## config.mk

```make
export PLATFORM = sky130hd
export DESIGN_NAME = sync_fifo_ctl
export DESIGN_NICKNAME = d
export VERILOG_FILES = /design/src/rtl/fifo_pkg.sv /design/src/rtl/fifo_ram.sv /design/src/rtl/sync_fifo_ctl.sv
export SDC_FILE = /design/constraint.sdc
export NUM_CORES = 1
export LEC_CHECK = 0
export ABC_AREA = 1
export CORE_MARGIN = 3
export CORE_UTILIZATION = 61
export CTS_CLUSTER_DIAMETER = 100
export DETAILED_ROUTE_END_ITERATION = 10
export PLACE_DENSITY_LB_ADDON = 0.15
export SYNTH_ARGS = -nofsm -noshare
export SYNTH_HDL_FRONTEND = slang
export SYNTH_SLANG_ARGS = --single-unit
```

## constraint.sdc

```tcl
create_clock -name clk -period 2.6 [get_ports clk]
set_input_delay 0.26 -clock clk [delete_from_list [all_inputs] [get_ports clk]]
set_output_delay 0.26 -clock clk [all_outputs]
set_load 0.005 [all_outputs]
```

## src/rtl/fifo_pkg.sv

```systemverilog
// rtl/fifo_pkg.sv - shared FIFO constants and helpers
// Purpose: default word width / depth shared by the single- and dual-clock
//          FIFOs, plus a constant-foldable clog2 for address sizing.
// Ports:   none (package).
package fifo_pkg;

    localparam int FIFO_DATA_WIDTH = 24;
    localparam int FIFO_DEPTH      = 16;

    // Smallest r with 2**r >= n; used at elaboration time for pointer widths.
    function automatic int clog2(input int n);
        int r;
        r = 0;
        while ((1 << r) < n) begin
            r = r + 1;
        end
        return r;
    endfunction

endpackage

```

## src/rtl/fifo_ram.sv

```systemverilog
// rtl/fifo_ram.sv - simple dual-port FIFO storage with registered read port
// Purpose: DATA_WIDTH x DEPTH memory, one write port, one registered read
//          port. The read register doubles as the FIFO's dout register and is
//          the only part that is reset; the array itself is not.
// Ports:   clk, rst_n (async active-low, read register only),
//          wr_en/wr_addr/wr_data (write port),
//          rd_en/rd_addr (read request), rd_data (registered read data).
module fifo_ram
    import fifo_pkg::*;
#(
    parameter int DATA_WIDTH = FIFO_DATA_WIDTH,
    parameter int DEPTH      = FIFO_DEPTH,
    parameter int ADDR_W     = clog2(DEPTH)
) (
    input  logic                  clk,
    input  logic                  rst_n,
    input  logic                  wr_en,
    input  logic [ADDR_W-1:0]     wr_addr,
    input  logic [DATA_WIDTH-1:0] wr_data,
    input  logic                  rd_en,
    input  logic [ADDR_W-1:0]     rd_addr,
    output logic [DATA_WIDTH-1:0] rd_data
);

    logic [DATA_WIDTH-1:0] r_mem [DEPTH];
    logic [DATA_WIDTH-1:0] r_rd_data;

    always_ff @(posedge clk) begin
        if (wr_en) begin
            r_mem[wr_addr] <= wr_data;
        end
    end

    // Read register holds its value when no read is issued.
    always_ff @(posedge clk or negedge rst_n) begin
        if (!rst_n) begin
            r_rd_data <= '0;
        end else if (rd_en) begin
            r_rd_data <= r_mem[rd_addr];
        end
    end

    assign rd_data = r_rd_data;

endmodule

```

## src/rtl/sync_fifo_ctl.sv

```systemverilog
// rtl/sync_fifo_ctl.sv - single-clock FIFO with count, programmable flags and optional FWFT
// Purpose: pointer, occupancy and flag logic around fifo_ram. All flags are
//          registered from the next-state count so they are valid one cycle
//          after the edge that caused them.
// Macro:   SYNC_FIFO_FWFT_EN selects first-word-fall-through read mode; when
//          undefined the standard (read-then-data) mode is built.
// Ports:   clk, reset_n (async active-low), wr_en/din (write), rd_en (read or
//          FWFT head acknowledge), dout, full, empty, almost_full,
//          almost_empty, count (0..DEPTH), overflow/underflow (1-cycle pulses).
module sync_fifo_ctl
    import fifo_pkg::*;
#(
    parameter int DATA_WIDTH = FIFO_DATA_WIDTH,
    parameter int DEPTH      = FIFO_DEPTH,
    parameter int AF_THRESH  = 12,
    parameter int AE_THRESH  = 2,
    parameter int ADDR_W     = clog2(DEPTH)
) (
    input  logic                  clk,
    input  logic                  reset_n,
    input  logic                  wr_en,
    input  logic [DATA_WIDTH-1:0] din,
    input  logic                  rd_en,
    output logic [DATA_WIDTH-1:0] dout,
    output logic                  full,
    output logic                  empty,
    output logic                  almost_full,
    output logic                  almost_empty,
    output logic [ADDR_W:0]       count,
    output logic                  overflow,
    output logic                  underflow
);

    localparam int CNT_W = ADDR_W + 1;

    if (DEPTH < 2 || DEPTH != (1 << ADDR_W)) begin : g_bad_depth
        $error("sync_fifo_ctl: DEPTH must be a power of two and >= 2");
    end
    if (AF_THRESH < 1 || AF_THRESH > DEPTH - 1) begin : g_bad_af
        $error("sync_fifo_ctl: AF_THRESH out of range 1..DEPTH-1");
    end
    if (AE_THRESH < 0 || AE_THRESH > DEPTH - 1) begin : g_bad_ae
        $error("sync_fifo_ctl: AE_THRESH out of range 0..DEPTH-1");
    end

    logic [CNT_W-1:0]      r_wptr;
    logic [CNT_W-1:0]      r_rptr;
    logic [CNT_W-1:0]      r_count;
    logic                  r_full;
    logic                  r_empty;
    logic                  r_almost_full;
    logic                  r_almost_empty;
    logic                  r_overflow;
    logic                  r_underflow;

    logic                  w_wr_acc;
    logic                  w_rd_acc;
    logic                  w_ram_rd;
    logic                  w_empty_nxt;
    logic [CNT_W-1:0]      w_count_nxt;
    logic [DATA_WIDTH-1:0] w_ram_dout;

    // Acceptance uses start-of-cycle flags, so a read+write when full drops
    // the write and a read+write when empty drops the read.
    assign w_wr_acc = wr_en & ~r_full;
    assign w_rd_acc = rd_en & ~r_empty;

`ifdef SYNC_FIFO_FWFT_EN
    // In FWFT mode ~empty is the "dout holds a valid word" bit and count
    // includes that word, so words still in the RAM = count - ~empty.
    logic w_ram_has;
    assign w_ram_has   = r_count > {{ADDR_W{1'b0}}, ~r_empty};
    // Prefetch into the output register when it is free or being popped.
    assign w_ram_rd    = w_ram_has & (r_empty | w_rd_acc);
    assign w_empty_nxt = ~(w_ram_rd | (~r_empty & ~w_rd_acc));
`else
    assign w_ram_rd    = w_rd_acc;
    assign w_empty_nxt = (w_count_nxt == '0);
`endif

    always_comb begin
        w_count_nxt = r_count;
        if (w_wr_acc && !w_rd_acc) begin
            w_count_nxt = r_count + CNT_W'(1);
        end else if (!w_wr_acc && w_rd_acc) begin
            w_count_nxt = r_count - CNT_W'(1);
        end
    end

    always_ff @(posedge clk or negedge reset_n) begin
        if (!reset_n) begin
            r_wptr         <= '0;
            r_rptr         <= '0;
            r_count        <= '0;
            r_full         <= 1'b0;
            r_empty        <= 1'b1;
            r_almost_full  <= 1'b0;
            r_almost_empty <= 1'b1;
            r_overflow     <= 1'b0;
            r_underflow    <= 1'b0;
        end else begin
            if (w_wr_acc) begin
                r_wptr <= r_wptr + CNT_W'(1);
            end
            if (w_ram_rd) begin
                r_rptr <= r_rptr + CNT_W'(1);
            end
            r_count        <= w_count_nxt;
            r_full         <= (w_count_nxt == CNT_W'(DEPTH));
            r_empty        <= w_empty_nxt;
            r_almost_full  <= (w_count_nxt >= CNT_W'(AF_THRESH));
            r_almost_empty <= (w_count_nxt <= CNT_W'(AE_THRESH));
            r_overflow     <= wr_en & r_full;
            r_underflow    <= rd_en & r_empty;
        end
    end

    fifo_ram #(
        .DATA_WIDTH (DATA_WIDTH),
        .DEPTH      (DEPTH),
        .ADDR_W     (ADDR_W)
    ) u_ram (
        .clk     (clk),
        .rst_n   (reset_n),
        .wr_en   (w_wr_acc),
        .wr_addr (r_wptr[ADDR_W-1:0]),
        .wr_data (din),
        .rd_en   (w_ram_rd),
        .rd_addr (r_rptr[ADDR_W-1:0]),
        .rd_data (w_ram_dout)
    );

    assign dout         = w_ram_dout;
    assign full         = r_full;
    assign empty        = r_empty;
    assign almost_full  = r_almost_full;
    assign almost_empty = r_almost_empty;
    assign count        = r_count;
    assign overflow     = r_overflow;
    assign underflow    = r_underflow;

endmodule

```

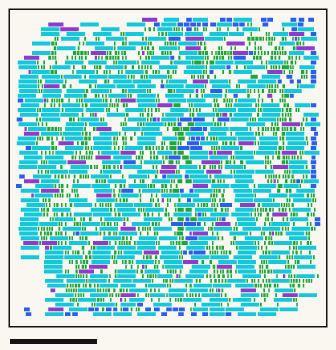
*Cell classes on the final placement*
Scale bar: 50 um.
colour	class	cells
cyan	flip-flops	427
purple	clock drivers and dummy loads	77
blue	other buffers and delay cells	116
green	all other logic	1352

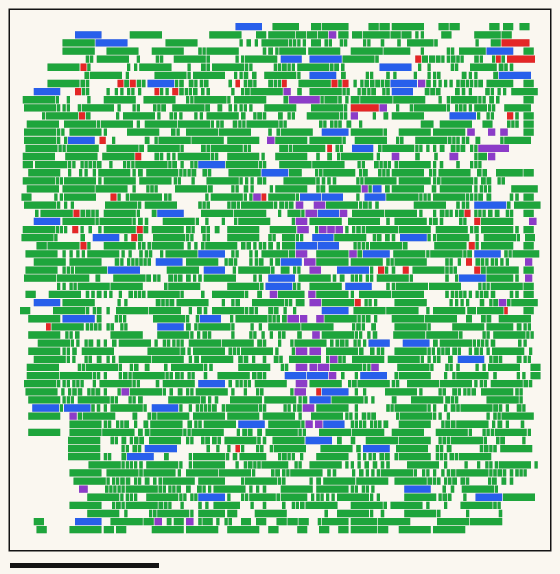
*Cells by drive strength*
Scale bar: 50 um.
colour	size	cells
green	drive 1 or less	1804
purple	drive 3 to 4	58
red	drive 2	39
blue	drive 6 and up	71

==> changes_impl.md <==
## Flow update

- Status: completed
- Net switching power: 8310 uW
- Cell area after placement: 20000 um^2
- Total gr overflow: 0
- Area fraction in compound gates: 0.0803%
- Post-synthesis cell area: 18700 um^2
- Inserted tap cell count: 390
- Yosys top cell area share: 61.7%
- Max incr delay on CP: 0.43 ns
- Fraction of final layout cells sized beyond drive strength 1: 8.52%
- RSZ-0062 raised after global routing: no
- Post-route core utilization: 71.8%
- Most numerous logic cell after layout: nand2_1
- Die area: 32800 um^2
- Chip Area, Yosys: about 19000 um^2
- Placed instance count: 2284
- Register Area: about 13000 um^2
- Wire length of the first global-routing pass: 69200 um
- Count of flip-flops with a built-in enable after synthesis: 384
- Clock-net power: 6470 uW
- Total number of H-tree levels: 2
- Inverter count of the layout excluding clock inverters: 335
- Final non-filler cell area: 21500 um^2
- Area growth from synthesis to layout: 15.1%
- Source of the worst register-to-register timing path: full$_DFF_PN0_
- Signal buf overhead: ~5.8%
- Global-route usage over all layers: 27.1%
- Initial antenna violation count: 0
- Quantity of hold-fixing buffers added after cts: 1
- Largest register FFs: 384
- Aggregate negative setup slack: 0 ns
- Post-synthesis mux area share: 0%
- Sequential power: 8850 uW
- Max Transition Viols Final: 0
- Sequential cell area share: between 50% and 60%
- Post-synthesis cell count from yosys: 1866
- FF-to-FF End: u_ram.r_mem[5][8]$_DFFE_PP_
- Part of the cycle the worst path needs: 77.0%
- Total power of the final layout: approximately 23000 uW
- Total length of routed met3 wires: approximately 3000 um
- Critical path endpoint: u_ram.r_mem[5][8]$_DFFE_PP_
- Number of global-route vias before repair: roughly 13k
- Synth Seq Share: 67.5%
- Clock buffer count in the final layout: 45
- LEAKAGE: approximately 0.0096 uW
- Leading cell category by total area: sequential cells
- Die outline height: 181 um
- Startpoint class of the critical path: register
Power and IR drop assume default switching activity.
